==> run_1/final_congestion.png <==
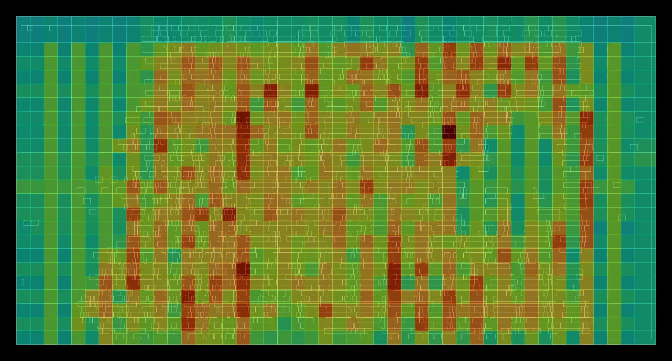
==> run_1/zoom.png <==
Region (148, 37) to (173, 62) um. Cells in gray, sequential cells in the stronger gray; small squares are vias.
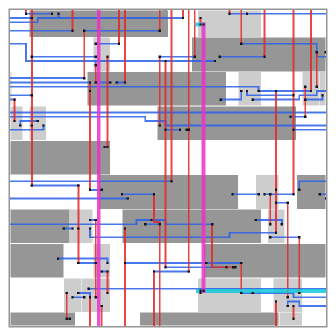
==> run_1/pins.png <==
Drawn at 2 px/um. Pins as bars across the die edge, other pins in gray.
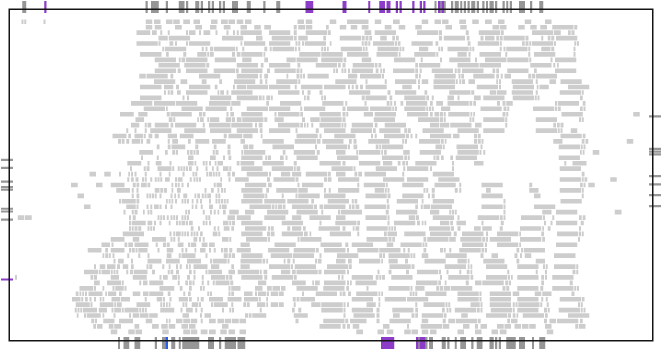
File: src/rtl/riscv_fetch_unit.sv
// Instruction fetch stage: owns the program counter, issues word requests over a
// request/grant/response handshake and queues returned words, each tagged with
// its PC, for the decoder. Redirects from execute flush everything queued and
// arrange for responses that are still in flight to be thrown away on arrival.
module riscv_fetch_unit #(
  parameter logic [31:0] RESET_PC = 32'h0000_0000,
  parameter int unsigned DEPTH    = 4
) (
  input  logic        clk_i,
  input  logic        rst_i,
  output logic        imem_req_o,
  output logic [31:0] imem_addr_o,
  input  logic        imem_gnt_i,
  input  logic        imem_rvalid_i,
  input  logic [31:0] imem_rdata_i,
  input  logic        redirect_i,
  input  logic [31:0] redirect_pc_i,
  output logic        instr_valid_o,
  input  logic        instr_ready_i,
  output logic [31:0] fetched_instr_o,
  output logic [31:0] instr_pc_o,
  output logic        instr_misaligned_o
);

  // Pointer width, counter width (must hold DEPTH itself) and a wider width for
  // the issue-budget sum so it can never wrap.
  localparam int unsigned AW = (DEPTH > 1) ? $clog2(DEPTH) : 1;
  localparam int unsigned CW = AW + 1;
  localparam int unsigned SW = CW + 2;
  localparam logic [SW-1:0] BUDGET = SW'(DEPTH);

  // Control state
  logic [31:0]   pc;
  logic [CW-1:0] fifo_count;
  logic [CW-1:0] outstanding;
  logic [CW-1:0] drop_count;
  logic [AW-1:0] iwr_ptr;
  logic [AW-1:0] ird_ptr;
  logic [AW-1:0] gwr_ptr;
  logic [AW-1:0] grd_ptr;
  logic          misaligned_q;

  // Storage: instruction FIFO {word, pc} and the PC FIFO of granted addresses
  logic [31:0] instr_mem [DEPTH];
  logic [31:0] ipc_mem   [DEPTH];
  logic [31:0] gpc_mem   [DEPTH];

  // Per-cycle events
  logic          grant;
  logic          resp_drop;
  logic          resp_keep;
  logic          pop;
  logic [SW-1:0] in_use;
  logic [CW-1:0] drop_redirect;
  logic [31:0]   redirect_target;

  // Issue budget: buffered entries, in-flight requests and stale responses all
  // reserve a FIFO slot. Same-cycle pops and responses earn no credit, which
  // keeps the request path free of the decoder's ready.
  always_comb begin
    in_use = SW'(fifo_count) + SW'(outstanding) + SW'(drop_count);
  end

  assign imem_req_o  = !rst_i && !redirect_i && (in_use < BUDGET);
  assign imem_addr_o = pc;

  assign grant     = imem_req_o && imem_gnt_i;
  assign resp_drop = imem_rvalid_i && (drop_count != '0);
  assign resp_keep = imem_rvalid_i && (drop_count == '0);
  assign pop       = instr_valid_o && instr_ready_i && !redirect_i;

  assign redirect_target = {redirect_pc_i[31:2], 2'b00};

  // Responses still owed to us after a redirect: every live request (including
  // any granted now), plus stale ones already pending, minus whatever arrives
  // this cycle since that response is consumed and discarded here.
  always_comb begin
    drop_redirect = drop_count - CW'(resp_drop) + outstanding + CW'(grant) - CW'(resp_keep);
  end

  // Control registers: PC, occupancy counters, pointers and misalignment pulse.
  always_ff @(posedge clk_i) begin
    if (rst_i) begin
      pc           <= RESET_PC;
      fifo_count   <= '0;
      outstanding  <= '0;
      drop_count   <= '0;
      iwr_ptr      <= '0;
      ird_ptr      <= '0;
      gwr_ptr      <= '0;
      grd_ptr      <= '0;
      misaligned_q <= 1'b0;
    end else if (redirect_i) begin
      pc           <= redirect_target;
      fifo_count   <= '0;
      outstanding  <= '0;
      drop_count   <= drop_redirect;
      iwr_ptr      <= '0;
      ird_ptr      <= '0;
      gwr_ptr      <= '0;
      grd_ptr      <= '0;
      misaligned_q <= |redirect_pc_i[1:0];
    end else begin
      misaligned_q <= 1'b0;
      if (grant) begin
        pc      <= pc + 32'd4;
        gwr_ptr <= gwr_ptr + AW'(1);
      end
      if (resp_drop) begin
        drop_count <= drop_count - CW'(1);
      end
      if (resp_keep) begin
        grd_ptr <= grd_ptr + AW'(1);
        iwr_ptr <= iwr_ptr + AW'(1);
      end
      if (pop) begin
        ird_ptr <= ird_ptr + AW'(1);
      end
      outstanding <= outstanding + CW'(grant) - CW'(resp_keep);
      fifo_count  <= fifo_count + CW'(resp_keep) - CW'(pop);
    end
  end

  // FIFO storage writes; contents need no reset because the pointers and counts
  // decide what is visible.
  always_ff @(posedge clk_i) begin
    if (grant) begin
      gpc_mem[gwr_ptr] <= pc;
    end
    if (resp_keep && !redirect_i) begin
      instr_mem[iwr_ptr] <= imem_rdata_i;
      ipc_mem[iwr_ptr]   <= gpc_mem[grd_ptr];
    end
  end

  // Head presentation; the word and PC read as zero whenever the FIFO is empty.
  assign instr_valid_o      = (fifo_count != '0);
  assign fetched_instr_o    = instr_valid_o ? instr_mem[ird_ptr] : 32'd0;
  assign instr_pc_o         = instr_valid_o ? ipc_mem[ird_ptr] : 32'd0;
  assign instr_misaligned_o = misaligned_q;

endmodule

File: config.mk
export PLATFORM = sky130hd
export DESIGN_NAME = riscv_fetch_unit
export DESIGN_NICKNAME = d
export VERILOG_FILES = /design/src/rtl/riscv_fetch_unit.sv
export SDC_FILE = /design/constraint.sdc
export NUM_CORES = 1
export LEC_CHECK = 0
export ABC_AREA = 1
export CORE_AREA = 2 2 319 163
export CTS_BUF_LIST = sky130_fd_sc_hd__clkbuf_8
export DETAILED_ROUTE_END_ITERATION = 10
export DIE_AREA = 0 0 321 165
export PLACE_DENSITY = 0.57
export SYNTH_ARGS = -nofsm -noshare
export SYNTH_HDL_FRONTEND = slang
export SYNTH_SLANG_ARGS = --single-unit
File: constraint.sdc
create_clock -name clk_i -period 6.13 [get_ports clk_i]
set_input_delay 1.226 -clock clk_i [delete_from_list [all_inputs] [get_ports clk_i]]
set_output_delay 1.226 -clock clk_i [all_outputs]
set_load 0.05 [all_outputs]
==> notes.md, run 1 <==
yosys + openroad results -> via count of the first global-routing pass=11290, largest reg by FF count=instr_mem, final core utilization=a little over two fifths, crit share post-route=roughly 80%, Flop+latch power=~3.4 mW, result of the run=finished, final reports clean, setup clock skew after layout=around 28 ps, core utilization at floorplan=between 30% and 40%, routed via count divided by cell count=approximately 4.8, post-cts gate resize count=0, clock buffer depth=3, Non-CTS inverters=~73, number of ports placed on the die boundary=about 170, type of the worst setup path=register to output port, yosys-reported design area after synthesis=approximately 17000 um2, data-path buffer share of cell area in the final layout=roughly 8.6%, dominant cell type by count on the critical path=sky130_fd_sc_hd__nor2_1, Finish-stage setup viols=0, count of buffers from port buffering=roughly 160, # clock sinks=420, DR top layer=met4, Max stage delay on crit path=about 860 ps, setup tns final=0 ps, Placement Setup Slack=about 1500 ps, Worst Setup Slack, final=between 1000 and 1500 ps, iteration count of the initial detailed-routing pass=5, worst path cell trace=buf_4 -> nor2_1 -> nor2_1 -> o21ai_0 -> a21oi_1 -> clkdlybuf4s50_1, total cell area at the placement stage=slightly below 20000 um2, number of enable flip-flop cells=approximately 370, total clock network power=around 2.1 mW, commonest register cell after synthesis=sky130_fd_sc_hd__edfxtp_1, height of the die=165 um, Netlist cell types=35, combinational power share=16.3%, Async S/R FF share, synth=0%, filler cell count=approximately 4800, ratio of cells with drive above 1 in the final layout=between 6 and 7%, clock latency on the worst-skew pair=around 640 ps, total tool warning count=32, power density over the cells=~310 nW/um2, path length in cells of the critical path=6, worst path bufs/invs=2, MUX share of area=0%, synthesized-area fraction occupied by adder cells=roughly 2.3%, Startpoint Class=register, share of synthesized area occupied by flip-flops and latches=about 70%, internal power=roughly 4.7 mW, total of warnings raised by yosys=0, number of antenna violations at the first check in global routing=0, cell with the largest stage delay on the worst path=sky130_fd_sc_hd__clkdlybuf4s50_1, vias=roughly 12000, TritonCTS buffer count=just over 60, Switching Fraction=about 29%, Min-Delay Startpoint=ird_ptr[1]$_SDFFE_PP0P_, transition time at the pin with the least slew margin=1080 ps, number of well-tap cells placed=~660, worst flop-to-flop path startpoint=fifo_count[1]$_SDFF_PP0_, post-detailed-route wirelength per cell=~18 um, MaxCap Viol Count=0, post-DP HPWL=approximately 25 mm, Final Instance Area=~21000 um2
Back to the opening pictures, final_congestion.png:
met3 Use GR: 2.747%
GRT Resource Usage Total: 16.08%
highest-utilization routing layer at the global route stage: met2
routing usage on met2: 28.50%
met1 Use GR: 20.58%

Back to the opening pictures, zoom.png:
| color | layer |
|---|---|
| cyan | met3 |
| red | met2 |
| blue | met1 |
| magenta | met4 |
netlist names of flops here include: gpc_mem (8)
cells with their middle in the window: 21
most frequent: edfxtp_1 (8), nor2_1 (6), o21ai_0 (3)
sequential cells in the window: 8

Back to the opening pictures, pins.png:
| color | port | pins | direction | edge |
|---|---|---|---|---|
| blue | imem_rvalid_i | 1 | input | bottom |
| purple | instr_pc_o | 32 | output | 20 top, 11 bottom, 1 left |
all pins by edge: 79 bottom, 73 top, 9 left, 8 right

==> run_1/registers.png <==
Drawn at 1 px/um.
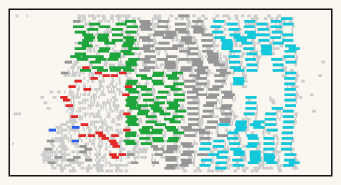

==> run 1 -> run 2 <==
clock period = 4.5 ns   (was 6.13 ns; I/O delays follow)
==> run_2/registers.png <==
Drawn at 1 px/um.
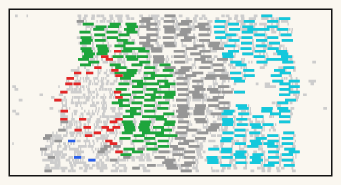
| color | signal | sequential cells |
|---|---|---|
| cyan | instr_mem | 128 |
| green | gpc_mem | 120 |
| blue | drop_count | 3 |
| red | imem_addr_o | 30 |

==> run 2 against run 1 <==
  * Wire length rose by 0.76%
  * Clock skew about the same
  * Non-clock buffer count rose by 10
  * Sequential share of layout area fell by 0.35 points
  * Combinational power grew about 40%
  * Clock power is 33% higher
  * Via count increased by 0.64%
  * Worst hold slack better by 2.7 ps
  * Critical path depth is the same
  * Setup slack lost 740 ps
  * First-iteration DRC count grew 1.6%
==> notes.md, run 2 <==
yosys + openroad results -> iteration count of the initial detailed-routing pass=5 (unchanged), synthesized-area fraction occupied by adder cells=2.283% (unchanged), final core utilization=42.12% (was 41.86%), DR top layer=met4 (unchanged), highest-utilization routing layer at the global route stage=met2 (unchanged), crit share post-route=approximately nine tenths, path length in cells of the critical path=6 (unchanged), Placement Setup Slack=746.2 ps (was 1494 ps), transition time at the pin with the least slew margin=1076 ps (was 1080 ps), total cell area at the placement stage=19900 um2 (was 19740 um2), number of ports placed on the die boundary=169 (unchanged), number of well-tap cells placed=660 (unchanged), post-cts gate resize count=0 (unchanged), number of antenna violations at the first check in global routing=0 (unchanged), combinational power share=16.8% (was 16.3%), Async S/R FF share, synth=0% (unchanged), Flop+latch power=4.59 mW (was 3.38 mW), Min-Delay Startpoint=ird_ptr[0]$_SDFFE_PP0P_ (was ird_ptr[1]$_SDFFE_PP0P_), total of warnings raised by yosys=0 (unchanged), filler cell count=4706 (was 4750), data-path buffer share of cell area in the final layout=9.342% (was 8.633%), Startpoint Class=register (unchanged), largest reg by FF count=instr_mem (unchanged), result of the run=finished, final reports clean (unchanged), vias=11710 (was 11630), met3 Use GR=2.465% (was 2.747%), worst path cell trace=clkinv_2 -> buf_4 -> nor2_1 -> o21ai_0 -> a21oi_1 -> clkdlybuf4s50_1 (was buf_4 -> nor2_1 -> nor2_1 -> o21ai_0 -> a21oi_1 -> clkdlybuf4s50_1), met1 Use GR=20.27% (was 20.58%), number of enable flip-flop cells=368 (unchanged), yosys-reported design area after synthesis=17430 um2 (unchanged), share of synthesized area occupied by flip-flops and latches=69.39% (unchanged), count of buffers from port buffering=164 (unchanged), Max stage delay on crit path=860 ps (about the same), power density over the cells=424.7 nW/um2 (was 314.9 nW/um2), TritonCTS buffer count=61 (unchanged), worst path bufs/invs=3 (was 2), Final Instance Area=21030 um2 (was 20900 um2)
==> run 2 -> run 3 <==
CTS_CLUSTER_DIAMETER = 100   (was not set)
HOLD_SLACK_MARGIN = 0.06   (was not set)
SKIP_CTS_REPAIR_TIMING = 1   (was not set)
==> run_3/registers.png <==
Drawn at 1 px/um.
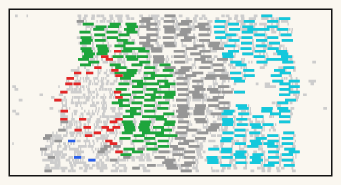
| color | signal | sequential cells |
|---|---|---|
| red | imem_addr_o | 30 |
| blue | drop_count | 3 |
| green | gpc_mem | 120 |
| cyan | instr_mem | 128 |
final core utilization: 42.12%
Flop+latch power: 4.59 mW
sequential share of cell area: 57.53%
register area: 12100 um2

==> run 3 against run 2 <==
  * Utilization did not move
  * Sequential share of layout area did not move
  * First-iteration DRC count did not move
  * Largest power group unchanged
  * Flip-flop count unchanged
  * Global-route usage is the same
  * Total power stayed put
  * Critical path depth stayed put
  * Setup slack stayed put
  * Final cell count did not move
  * Fmax is the same
==> notes.md, run 3 <==
yosys + openroad results -> internal power=6.346 mW (unchanged), Min-Delay Startpoint=ird_ptr[0]$_SDFFE_PP0P_ (unchanged), # clock sinks=420 (unchanged), setup clock skew after layout=28.41 ps (unchanged), worst path cell trace=clkinv_2 -> buf_4 -> nor2_1 -> o21ai_0 -> a21oi_1 -> clkdlybuf4s50_1 (unchanged), transition time at the pin with the least slew margin=1076 ps (unchanged), Async S/R FF share, synth=0% (unchanged), DR top layer=met4 (unchanged), post-detailed-route wirelength per cell=17.61 um (unchanged), total cell area at the placement stage=19900 um2 (unchanged), total of warnings raised by yosys=0 (unchanged), met1 Use GR=20.27% (unchanged), met3 Use GR=2.465% (unchanged), ratio of cells with drive above 1 in the final layout=7.107% (unchanged), GRT Resource Usage Total=16.06% (unchanged), clock latency on the worst-skew pair=640 ps (about the same), synthesized-area fraction occupied by adder cells=2.283% (unchanged), type of the worst setup path=register to output port (unchanged), total clock network power=2.84 mW (about the same), Finish-stage setup viols=0 (unchanged), worst path bufs/invs=3 (unchanged), via count of the first global-routing pass=11550 (unchanged), number of well-tap cells placed=660 (unchanged), TritonCTS buffer count=61 (unchanged), Non-CTS inverters=73 (unchanged), power density over the cells=424.7 nW/um2 (unchanged), Final Instance Area=21030 um2 (unchanged), commonest register cell after synthesis=sky130_fd_sc_hd__edfxtp_1 (unchanged), number of enable flip-flop cells=368 (unchanged), yosys-reported design area after synthesis=17430 um2 (unchanged), setup tns final=0 ps (unchanged), number of antenna violations at the first check in global routing=0 (unchanged), vias=11710 (unchanged), highest-utilization routing layer at the global route stage=met2 (unchanged), share of synthesized area occupied by flip-flops and latches=69.39% (unchanged), iteration count of the initial detailed-routing pass=5 (unchanged), MaxCap Viol Count=0 (unchanged), cell with the largest stage delay on the worst path=sky130_fd_sc_hd__clkdlybuf4s50_1 (unchanged), Worst Setup Slack, final=528.2 ps (unchanged), total tool warning count=35 (unchanged), largest reg by FF count=instr_mem (unchanged), result of the run=finished, final reports clean (unchanged), data-path buffer share of cell area in the final layout=9.342% (unchanged), post-DP HPWL=26.34 mm (unchanged), Max stage delay on crit path=860 ps (about the same), path length in cells of the critical path=6 (unchanged), height of the die=165 um (unchanged), Placement Setup Slack=746.2 ps (unchanged), combinational power share=16.8% (about the same), count of buffers from port buffering=164 (unchanged)
No activity file was given, so power comes from the tool's default toggle rates.
